==> run_1/floorplan.png <==
Scale bar: 50 microns. Pins as bars on the die edge.
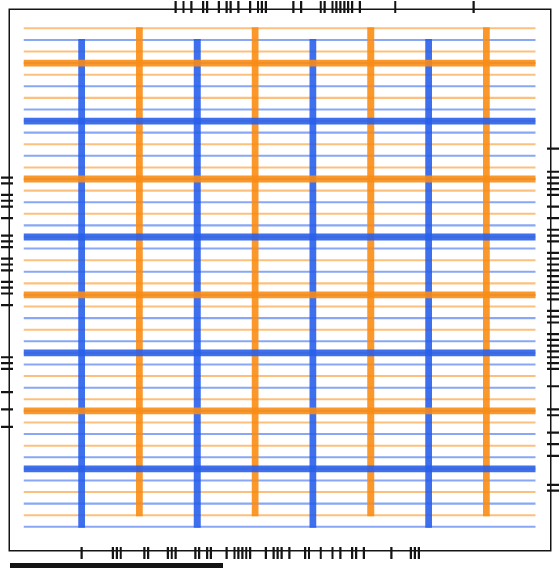
==> run_1/class_map.png <==
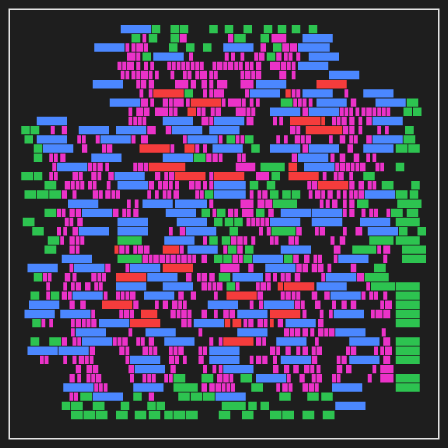
==> run_1/clock_wires.png <==
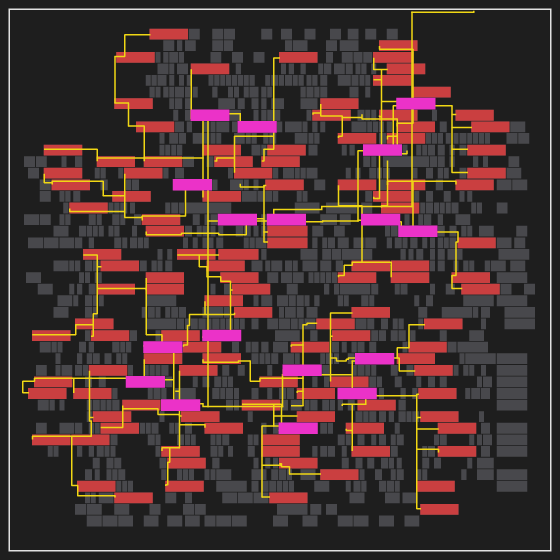
### config.mk
export PLATFORM = sky130hd
export DESIGN_NAME = pipe_stage_latch
export DESIGN_NICKNAME = d
export VERILOG_FILES = /design/src/rtl/pipe_pkg.sv /design/src/rtl/sat_counter.sv /design/src/rtl/pipe_stage_latch.sv
export SDC_FILE = /design/constraint.sdc
export NUM_CORES = 1
export LEC_CHECK = 0
export ABC_AREA = 1
export CAP_MARGIN = 20
export CORE_MARGIN = 3
export CORE_UTILIZATION = 40
export DETAILED_ROUTE_END_ITERATION = 16
export PLACE_DENSITY = 0.64
export SLEW_MARGIN = 0
export SYNTH_ARGS = -nofsm -noshare
export SYNTH_HDL_FRONTEND = slang
export SYNTH_HIERARCHICAL = 1
export SYNTH_SLANG_ARGS = --single-unit
### constraint.sdc
create_clock -name clk -period 1.85 [get_ports clk]
set_input_delay 0.37 -clock clk [delete_from_list [all_inputs] [get_ports clk]]
set_output_delay 0.37 -clock clk [all_outputs]
set_load 0.05 [all_outputs]
### src/rtl/pipe_pkg.sv
// Shared definitions for the inter-stage pipeline latches: state encoding,
// default widths and per-stage control-bundle widths.
package pipe_pkg;

    typedef enum logic [1:0] {
        PS_EMPTY = 2'd0,
        PS_FULL  = 2'd1,
        PS_SKID  = 2'd2
    } ps_state_e;

    localparam int PS_DATA_W = 32;
    localparam int PS_CTRL_W = 16;
    localparam int PS_CNT_W  = 16;

    // Every instance of a given stage boundary must agree on its bundle layout.
    localparam int CTRL_W_IF_ID  = 16;
    localparam int CTRL_W_ID_EX  = 16;
    localparam int CTRL_W_EX_MEM = 16;
    localparam int CTRL_W_MEM_WB = 16;

endpackage

### src/rtl/sat_counter.sv
// Saturating up-counter with synchronous clear; clear wins over increment.
module sat_counter #(
    parameter int CNT_W = 16
) (
    input  logic             clk,
    input  logic             rst_n,
    input  logic             inc,
    input  logic             clr,
    output logic [CNT_W-1:0] count
);

    logic [CNT_W-1:0] r_count;

    always_ff @(posedge clk or negedge rst_n) begin
        if (!rst_n) begin
            r_count <= '0;
        end else if (clr) begin
            r_count <= '0;
        end else if (inc && (r_count != {CNT_W{1'b1}})) begin
            r_count <= r_count + 1'b1;
        end
    end

    assign count = r_count;

endmodule

### src/rtl/pipe_stage_latch.sv
// Pipeline stage register with a two-entry skid buffer, flush-to-bubble and
// a saturating stall counter.
// Handshake: a transfer occurs on a rising edge where valid && ready; valid
// never depends on ready, and in_ready is a register so no ready path is
// combinational across the stage.
module pipe_stage_latch
    import pipe_pkg::*;
#(
    parameter int DATA_W = PS_DATA_W,
    parameter int CTRL_W = PS_CTRL_W,
    parameter int CNT_W  = PS_CNT_W
) (
    input  logic              clk,
    input  logic              rst_n,
    input  logic              in_valid,
    output logic              in_ready,
    input  logic [DATA_W-1:0] in_data,
    input  logic [CTRL_W-1:0] in_ctrl,
    output logic              out_valid,
    input  logic              out_ready,
    output logic [DATA_W-1:0] out_data,
    output logic [CTRL_W-1:0] out_ctrl,
    input  logic              flush,
    input  logic              clr_stats,
    output logic [CNT_W-1:0]  stall_cnt,
    output logic [1:0]        dbg_state
);

    ps_state_e         r_state;
    logic              r_in_ready;
    logic [DATA_W-1:0] r_h_data;
    logic [CTRL_W-1:0] r_h_ctrl;
    logic [DATA_W-1:0] r_s_data;
    logic [CTRL_W-1:0] r_s_ctrl;

    ps_state_e         w_state_nxt;
    logic [DATA_W-1:0] w_h_data_nxt;
    logic [CTRL_W-1:0] w_h_ctrl_nxt;
    logic [DATA_W-1:0] w_s_data_nxt;
    logic [CTRL_W-1:0] w_s_ctrl_nxt;
    logic              w_in_fire;
    logic              w_out_fire;
    logic              w_out_valid;
    logic              w_stall;

    assign w_out_valid = (r_state != PS_EMPTY);
    assign w_in_fire   = in_valid && r_in_ready;
    assign w_out_fire  = w_out_valid && out_ready;
    assign w_stall     = w_out_valid && !out_ready;

    always_comb begin
        w_state_nxt  = r_state;
        w_h_data_nxt = r_h_data;
        w_h_ctrl_nxt = r_h_ctrl;
        w_s_data_nxt = r_s_data;
        w_s_ctrl_nxt = r_s_ctrl;
        if (flush) begin
            // Any in-flight input is dropped; an output fire this cycle has
            // already been taken by downstream.
            w_state_nxt  = PS_EMPTY;
            w_h_ctrl_nxt = '0;
            w_s_ctrl_nxt = '0;
        end else begin
            case (r_state)
                PS_EMPTY: begin
                    if (w_in_fire) begin
                        w_state_nxt  = PS_FULL;
                        w_h_data_nxt = in_data;
                        w_h_ctrl_nxt = in_ctrl;
                    end
                end
                PS_FULL: begin
                    if (w_in_fire && w_out_fire) begin
                        w_h_data_nxt = in_data;
                        w_h_ctrl_nxt = in_ctrl;
                    end else if (w_in_fire) begin
                        w_state_nxt  = PS_SKID;
                        w_s_data_nxt = in_data;
                        w_s_ctrl_nxt = in_ctrl;
                    end else if (w_out_fire) begin
                        w_state_nxt = PS_EMPTY;
                    end
                end
                PS_SKID: begin
                    if (w_out_fire) begin
                        w_state_nxt  = PS_FULL;
                        w_h_data_nxt = r_s_data;
                        w_h_ctrl_nxt = r_s_ctrl;
                    end
                end
                default: begin
                    w_state_nxt = PS_EMPTY;
                end
            endcase
        end
    end

    always_ff @(posedge clk or negedge rst_n) begin
        if (!rst_n) begin
            r_state    <= PS_EMPTY;
            r_in_ready <= 1'b1;
            r_h_data   <= '0;
            r_h_ctrl   <= '0;
            r_s_data   <= '0;
            r_s_ctrl   <= '0;
        end else begin
            r_state    <= w_state_nxt;
            r_in_ready <= (w_state_nxt != PS_SKID);
            r_h_data   <= w_h_data_nxt;
            r_h_ctrl   <= w_h_ctrl_nxt;
            r_s_data   <= w_s_data_nxt;
            r_s_ctrl   <= w_s_ctrl_nxt;
        end
    end

    sat_counter #(
        .CNT_W(CNT_W)
    ) u_stall_cnt (
        .clk  (clk),
        .rst_n(rst_n),
        .inc  (w_stall),
        .clr  (clr_stats),
        .count(stall_cnt)
    );

    // Bubbles carry zero control so they can never write registers or memory.
    assign in_ready  = r_in_ready;
    assign out_valid = w_out_valid;
    assign out_data  = r_h_data;
    assign out_ctrl  = w_out_valid ? r_h_ctrl : '0;
    assign dbg_state = r_state;

endmodule
==> notes.org, run 1 <==
#+TITLE: Flow metrics

** Synthesis
- The most used flip-flop cell after synthesis is sky130_fd_sc_hd__dfrtp_1.
- Top cell type by total area after synthesis :: sky130_fd_sc_hd__dfrtp_1
- In this run, the synthesized area fraction spent on AND-OR/OR-AND gates is recorded as 1.22%.
- The gate-level netlist out of Yosys references 27 unique cell types.
- Per the synthesis report, the adder-cell share of the synthesized area is 0.215%.
- The main area contributors are sky130_fd_sc_hd__dfrtp_1, sky130_fd_sc_hd__nand2_1, sky130_fd_sc_hd__nand3_1.
- Multiplexer area fraction after synthesis :: 0%
- Per Yosys stat, the portion of area used by sequential elements is 49.4%.
- Post-synthesis cell count from yosys :: 785
- In the synthesized netlist, the number of instances is 785.
- Of the total synthesized cell area, the portion taken by XOR and XNOR cells is 0.752%.
- Share of the synthesized area in the top cell type :: 49.0%
- Largest logic family :: simple AND/OR/NAND/NOR gates
- For reference, the top cells by count after synthesis are sky130_fd_sc_hd__nand2_1, sky130_fd_sc_hd__nand3_1, sky130_fd_sc_hd__dfrtp_1, sky130_fd_sc_hd__nor2_1, sky130_fd_sc_hd__inv_1.
- Per the post-synthesis stats, the area per cell is 7.42 sq um.
- Synthesis produced a netlist with a net count of 840.
- Post-synth tally of flip-flops with integrated enable :: 0
- Synth Area in Simple Gates :: 41.9%
- The synthesized netlist occupies a cell area of 5830 sq um.

** Place
- Final RePlAce weighted congestion :: 0.856
- Including well taps, the total number of placed cells is 1,065.
- Buffers placed on the I/O ports in this run total 121.
- Placed cell area :: 7460 sq um
- OpenSTA, run right after detailed placement, puts the worst setup slack at -0.0135 ns.
- Once detailed placement completed, the half-perimeter wirelength came to 11,400 microns.

** Min path
- In this run the worst hold path is classified as in -> async.

** Global route
- Met3 Use GR :: 3.62%
- Global routing used 32.9% of the available met2 tracks.
- Summed over all routing layers, the global router reports a total usage of 21.3%.
- The number of global-route vias before repair came to 5,382.

** Setup path
- The critical path in this run is classified as reg -> out.
- Data arrives at the worst endpoint at 1.38 ns.
- Cell family with most CP delay :: flip-flops
- Worst path max stage delay :: 0.41 ns
- Max Fanout on Critical Path :: 16

** Pwr
- The worst VDD IR drop from the latest analysis is 0.749 mV.
- Ranked by power, first place goes to clock.
- For the combinational group, total power comes out at 1.78 mW.
- Summed over all sequential cells, the power is 3.08 mW.
- Clock group power :: 3.17 mW
- The analysis attributes to cell leakage a power of 4.16 nW.
- Looking at the power breakdown, sequential logic takes 38.4% of the total.

** Die
- Ports :: 122
- Standard cell core area :: 14,000 sq um
- Die Span X :: 127 microns
- The chip occupies 16,100 sq um.
- Pre-placement core utilization :: 41.5%

** Timing
- Final worst-path setup slack :: 0.102 ns
- The routed design could run at a clock period as short as 1.75 ns.
- Across all checked pins, the minimum headroom to the slew limit is 70.3%.
- Final count of pins violating max slew :: 0
- Hold Fails Final Rpt :: 0
- Final hold analysis gives a worst-case slack of 0.426 ns.
- Transition time at the pin with the least slew margin :: 0.445 ns
- Setup violation total in the final timing report :: 0
- The flow reports an fmax of 572 MHz.
- Period Utilization, post-route :: 94.5%

** Final layout
- Number of clock buffers in the layout :: 22
- In the final layout, excluding clock buffers the buffer count is 153.
- Leaving out buffers and inverters, the combinational logic in the layout accounts for 2640 sq um.
- The post-route netlist has 17.8% of its cells at a drive strength greater than 1.
- Final sequential cell count :: 115
- Clock-cell share :: 7.08%
- After routing the design area is 8050 sq um.
- Per the layout area report, the sequential fraction of cell area is 35.8%.
- The sequential cells in the finished layout cover a total of 2880 sq um.
- Biggest area consumer among cell classes :: flip-flops and latches
- Buffering overhead :: 19.9%
- The final antenna diode tally reported by the flow is 0.
- The area growth from synthesis to layout is 38.2%.
- Invs w/o clock :: 35
- Multi-input gates account for 32.7% of the area.
- The final layout contains 961 nets.
- The final report lists a non-filler cell total of 1,098.

** Status
- Outcome :: completed

** Routing
- Met3 WL :: 1030 microns
- DRC marker count from the first detailed-route iteration :: 667
- Total routed wire length on the met1 layer :: 7770 microns
- Detailed-route vias per instance :: 5.23
- According to the report, the first pass of detailed routing completed in 5 iterations.
- Nets still carrying antenna violations after routing amount to 0.
- Routed wire length per instance :: 15.6 microns
- Residual DRC :: 0
- Summed over all layers, the routed wires come to 17,200 microns.

** CTS
- Counting along the longest clock path gives a buffer depth of 2.
- Maximum level of the CTS H-tree :: 4
- Number of clock buffers inserted by TritonCTS :: 17
- Post-CTS repair changed the size of 0 cells.
- In the CTS report, the clock slew at the register clock pins of the worst setup and hold paths is listed as 0.06 ns.
Notes on floorplan.png above:
VSS -> blue
VDD -> orange
met1 rails = 44
signal pins = 122
met4 straps = 8
met5 straps = 8

Notes on class_map.png above:
remaining buffers and delay cells -> green  # cells 153, share of their area 21%
remaining logic cells -> magenta  # cells 619, share of their area 35%
clock drivers and dummy loads -> red  # cells 31, share of their area 7.3%
registers -> blue  # cells 115, share of their area 37%
final core utilization: 57.4%
total number of placement rows: 43

Notes on clock_wires.png above:
flip-flops -> red  # count 115
clock wires -> yellow  # length 1,510 microns
clock-net drivers -> magenta  # count 17
routed clock nets = 18
worst setup skew after layout: 0.00799 ns
portion of total power attributed to the clock network: 39.4%
insertion delay of the later-clocked pin in the worst-skew pair: 0.41 ns

==> run 1: final timing paths <==
check	startpoint	to	slack, ns	depth (start not counted)
max in group asynchronous	rst_n	u_stall_cnt/count[1]$_DFFE_PN0P_	0.76	3
max reg2reg	u_stall_cnt/count[0]$_DFFE_PN0P_	u_stall_cnt/count[6]$_DFFE_PN0P_	0.21	9
min reg2reg	r_s_data[23]$_DFFE_PN0P_	r_s_data[23]$_DFFE_PN0P_	0.48	2
min in group clk	r_s_data[23]$_DFFE_PN0P_	r_s_data[23]$_DFFE_PN0P_	0.48	2
min	rst_n	out_data[3]$_DFFE_PN0P_	0.43	2
max	dbg_state[0]$_DFF_PN0_	out_ctrl[15]	0.10	4
## Run 2: what changed since run 1
--- a/config.mk
+++ b/config.mk
@@ -6,6 +6,7 @@
 export NUM_CORES = 1
 export LEC_CHECK = 0
 export ABC_AREA = 1
+export ABC_CLOCK_PERIOD_IN_PS = 1850
 export CAP_MARGIN = 20
 export CORE_MARGIN = 3
 export CORE_UTILIZATION = 40
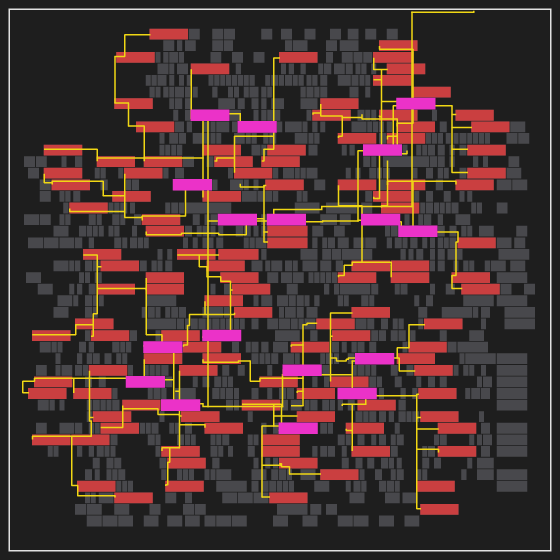
(run_2/clock_wires.png)
clock-net drivers -> magenta  # count 17
flip-flops -> red  # count 115
clock wires -> yellow  # length 1,510 microns
routed clock nets = 18
flops lie = spread over the die

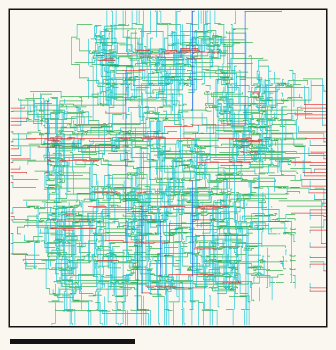
(run_2/layers.png)
Scale bar: 50 microns.
M2 -> cyan  # wire length 8,050 microns
M4 -> blue  # wire length 314 microns
M3 -> red  # wire length 1,030 microns
M1 -> green  # wire length 7,770 microns
total vias in the final route: 5,745
global-route usage over all layers: 21.3%
routed wire length per instance: 15.6 microns
final WL: 17,200 microns

==> notes.org, run 2 <==
#+TITLE: Flow metrics

** Setup path
- The timing report lists the critical path depth as 4 cells.
- CP startpoint :: dbg_state[0]$_DFF_PN0_
- Type of the worst setup path :: reg -> out
- Cell family with most CP delay :: flip-flops
- Max Fanout on Critical Path :: 16
- Reg2Reg Setup Slack :: 0.21 ns

** Synthesis
- XOR-XNOR Cells, Area Fraction :: 0.752%
- Before any placement, the netlist area is recorded as 5830 sq um.
- Per the synthesis report, the AND-OR/OR-AND share of the synthesized area is 1.22%.
- Part of the Yosys area used for sequential elements :: 49.4%
- For reference, the top cells by count after synthesis are sky130_fd_sc_hd__nand2_1, sky130_fd_sc_hd__nand3_1, sky130_fd_sc_hd__dfrtp_1, sky130_fd_sc_hd__nor2_1, sky130_fd_sc_hd__inv_1.
- Main flop type after synthesis :: sky130_fd_sc_hd__dfrtp_1
- Syn Area/Cell :: 7.42 sq um
- Top cell type by total area after synthesis :: sky130_fd_sc_hd__dfrtp_1

** Die
- Die Span X :: 127 microns
- The overall die size recorded for this design is 16,100 sq um.

** Timing
- Clock period minus final worst setup slack :: 1.75 ns
- The final timing report gives a worst setup slack of 0.102 ns.
- Hold is met by 0.426 ns.
- Endpoints with negative setup slack in the final report add up to 0.
- Slew Limit Headroom :: 70.3%
- Hold Fails Final Rpt :: 0

** Final layout
- Final sequential cell count :: 115
- Invs w/o clock :: 35
- Clock cells make up 7.08% of the layout cell area.
- Buffering overhead :: 19.9%

** Routing
- Residual DRC :: 0
- DRC marker count from the first detailed-route iteration :: 667
- Length of the first detailed-routing pass in iterations :: 5
- Detailed-route vias per instance :: 5.23

** Pwr
- Leakage component of the power :: 4.16 nW
- Maximum ir drop on the vdd rail :: 0.749 mV

** Status
- Outcome :: completed

** CTS
- CTS added clock buffers totalling 17.
- Post-cts repair resize count :: 0

** Place
- Setup WS pre-CTS :: -0.0135 ns
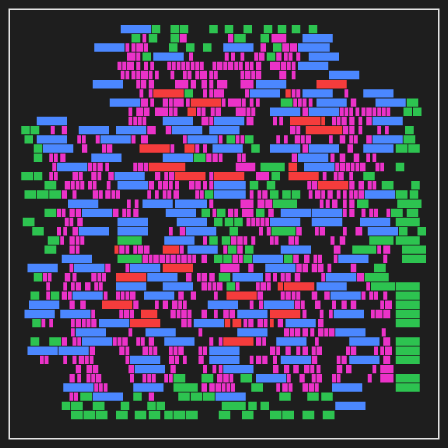
(run_2/class_map.png)
standard cell core area: 14,000 sq um
share of cell area taken by flip-flops and latches: 35.8%
Final Cell Area: 8050 sq um

==> run 2: cell counts after synthesis <==
Identical to the previous run, type by type.
==> run 2: per-layer routing <==
metal	vias to the layer above	track usage, %	share of wire (%)
met4	0	7.38	1.8
met3	23	3.62	6.0
met2	230	32.9	47
met1	2718	30.6	45
met5	-	0	0
li1	2774	-	-
==> run 2: power breakdown <==
| group | internal, mW | switching [mW] | total [mW] |
|---|---|---|---|
| logic | 0.612 | 1.17 | 1.78 |
| registers | 2.87 | 0.216 | 3.08 |
| clock network | 2.04 | 1.13 | 3.17 |
| total | 5.52 | 2.51 | 8.03 |
==> run 2: logic make-up after synthesis <==
logic type | after synthesis
and+or+nand+nor | 567
buffers and inverters | 86
adders and majority gates | 1
xor gates and xnor gates | 5
DFF | 115
AOI/OAI and AO/OA | 11
==> run_2/congestion_map.png <==
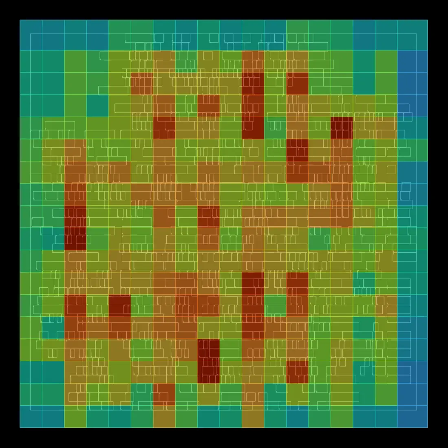

## Run 3: what changed since run 2
--- a/config.mk
+++ b/config.mk
@@ -7,9 +7,9 @@
 export LEC_CHECK = 0
 export ABC_AREA = 1
 export ABC_CLOCK_PERIOD_IN_PS = 1850
-export CAP_MARGIN = 20
 export CORE_MARGIN = 3
 export CORE_UTILIZATION = 40
+export CTS_BUF_LIST = sky130_fd_sc_hd__clkbuf_8
 export DETAILED_ROUTE_END_ITERATION = 16
 export PLACE_DENSITY = 0.64
 export SLEW_MARGIN = 0
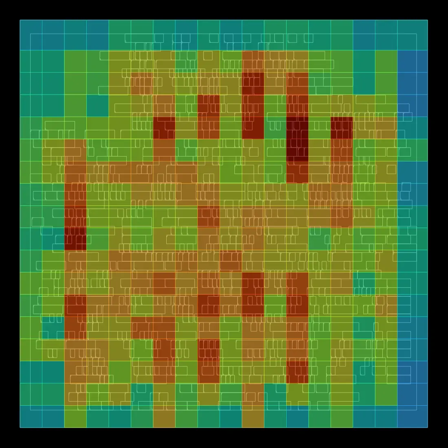
(run_3/congestion_map.png)
global-route usage over all layers: 21.1%
met1 track demand over resource: 30.3%

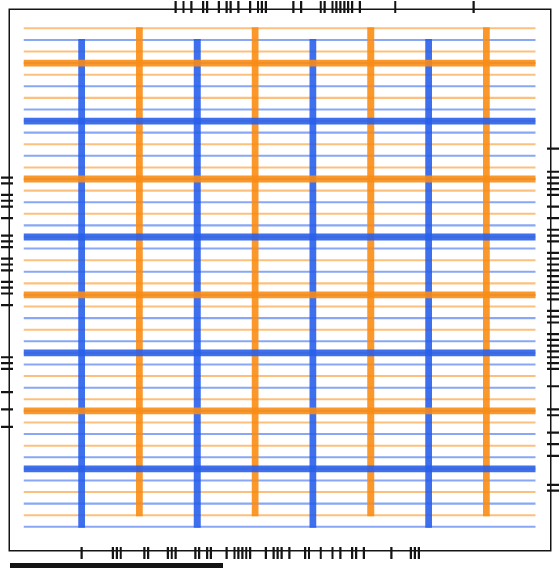
(run_3/floorplan.png)
Scale bar: 50 microns. Pins as bars on the die edge.
VDD -> orange
VSS -> blue
met4 straps = 8
rows = 43
signal pins = 122
met1 rails = 44

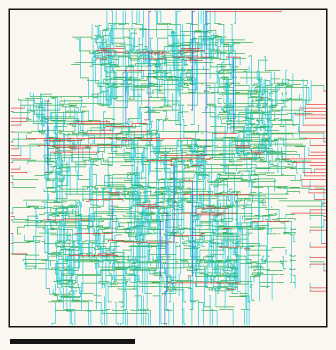
(run_3/layers.png)
Scale bar: 50 microns.
routed wire length per instance: 15.3 microns
total vias in the final route: 5,723
final WL: 16,800 microns

==> notes.org, run 3 <==
#+TITLE: Flow metrics

** Synthesis
- Top cell type by total area after synthesis :: sky130_fd_sc_hd__dfrtp_1
- The net count after synthesis is 840.
- Counting flops with a built-in enable in the synthesized netlist gives 0.
- Post-synthesis cell count from yosys :: 785
- In the synthesized netlist, mux cells make up 0% of the area.
- Share of the synthesized area in the top cell type :: 49.0%
- In this run, the synthesized area fraction spent on xor and xnor cells is recorded as 0.752%.
- The cell-mix breakdown from Yosys lists the simple-gate area share as 41.9%.
- In the Yosys report, the sequential cells make up 49.4% of the chip area.
- Post-synth top cells :: sky130_fd_sc_hd__nand2_1, sky130_fd_sc_hd__nand3_1, sky130_fd_sc_hd__dfrtp_1, sky130_fd_sc_hd__nor2_1, sky130_fd_sc_hd__inv_1
- Synthesized-area fraction occupied by ao, oa, aoi and oai cells :: 1.22%
- After synthesis, the mean cell area works out to 7.42 sq um.
- Mapped cell area :: 5830 sq um

** Global route
- Met2 usage in global routing :: 32.3%
- Met3 Use GR :: 3.87%
- Vias in the first global route :: 5,317
- The global routing stage identified its most utilized layer as met2.

** Routing
- Count of antenna-violating nets left after detailed routing :: 0
- DRC marker count from the first detailed-route iteration :: 661
- Signal nets in the final route climb as high as met4.
- Total routed wire length on the met1 layer :: 7590 microns
- The detailed router reports a met2 wire length of 7720 microns.

** Place
- Number of placed instances, taps included :: 1,065
- Placed cell area :: 7460 sq um
- Final RePlAce weighted congestion :: 0.856
- Number of buffer cells added on primary ports :: 121

** Final layout
- Share of layout cells above drive strength 1 :: 17.6%
- Share of cell area taken by flip-flops and latches :: 36.7%
- Biggest area consumer among cell classes :: flip-flops and latches
- Post-Layout Cell Count :: 1,098
- Clock-cell share :: 4.82%
- Buffering overhead :: 20.4%
- Per the layout area report, the combinational fraction of cell area is 33.5%.
- Area Growth Syn to Fin :: 34.9%
- The design has 115 sequential cells.
- Multi-input combinational cell area :: 2630 sq um
- Final Cell Area :: 7860 sq um
- According to the finish report, the design has a final net count of 961.
- Final core utilization :: 56.0%

** Pwr
- Internal Power :: 4.71 mW
- Looking at the VDD voltage map, the peak drop is 0.573 mV.
- In this run, the clock network consumes 31.8% of the power.
- Leakage component of the power :: 4.09 nW
- In this run, the combinational gates consume 24.9% of the power.
- For the clock group, total power comes out at 2.26 mW.
- Reported net switching power :: 2.39 mW
- Sequential power share :: 43.3%
- Largest power group :: sequential cells
- The script computed the net switching share of total power as 33.6%.
- Combinational power :: 1.77 mW
- Flop+latch power :: 3.07 mW

** Min path
- Class of the most critical hold timing path :: in -> async

** Die
- In this run the count of I/O pins placed on the die edge is 122.
- From left edge to right edge, the die measures 127 microns.
- Standard cell core area :: 14,000 sq um
- The initialized floorplan defines 43 standard-cell rows.

** Timing
- Worst Hold Margin :: 0.398 ns
- Setup violation total in the final timing report :: 0
- The clock period could shrink to 1.79 ns.
- The transition time recorded at the tightest slew-check pin is 0.437 ns.
- The worst path uses 96.5% of the clock period.
- For the final database, setup skew stands at 0.0129 ns.

** Setup path
- Cell family with most CP delay :: flip-flops
- Along the worst path, the maximum fanout reaches 16.
- The longest incremental delay of any stage on the critical path is reported as 0.42 ns.
- For the worst setup path, the data arrival time is 1.42 ns.
- In the setup report, the worst path falls into the class reg -> out.

** CTS
- Post-cts repair resize count :: 1
- Maximum level of the CTS H-tree :: 4
- Counting the buffers created by CTS gives 17.

** Status
- Outcome :: completed
## run 3: worst paths after layout
| check | start | to | slack [ns] | cells past startpoint |
|---|---|---|---|---|
| setup / recovery | dbg_state[0]$_DFF_PN0_ | out_ctrl[3] | 0.06 | 4 |
| hold / removal | rst_n | out_data[6]$_DFFE_PN0P_ | 0.40 | 2 |
| setup reg to reg | u_stall_cnt/count[0]$_DFFE_PN0P_ | u_stall_cnt/count[14]$_DFFE_PN0P_ | 0.19 | 9 |
| hold reg to reg | r_s_data[18]$_DFFE_PN0P_ | r_s_data[18]$_DFFE_PN0P_ | 0.48 | 2 |
| max in group asynchronous | rst_n | u_stall_cnt/count[1]$_DFFE_PN0P_ | 0.80 | 3 |
| min in group clk | r_s_data[18]$_DFFE_PN0P_ | r_s_data[18]$_DFFE_PN0P_ | 0.48 | 2 |
Power is estimated from default activity; no workload was simulated.
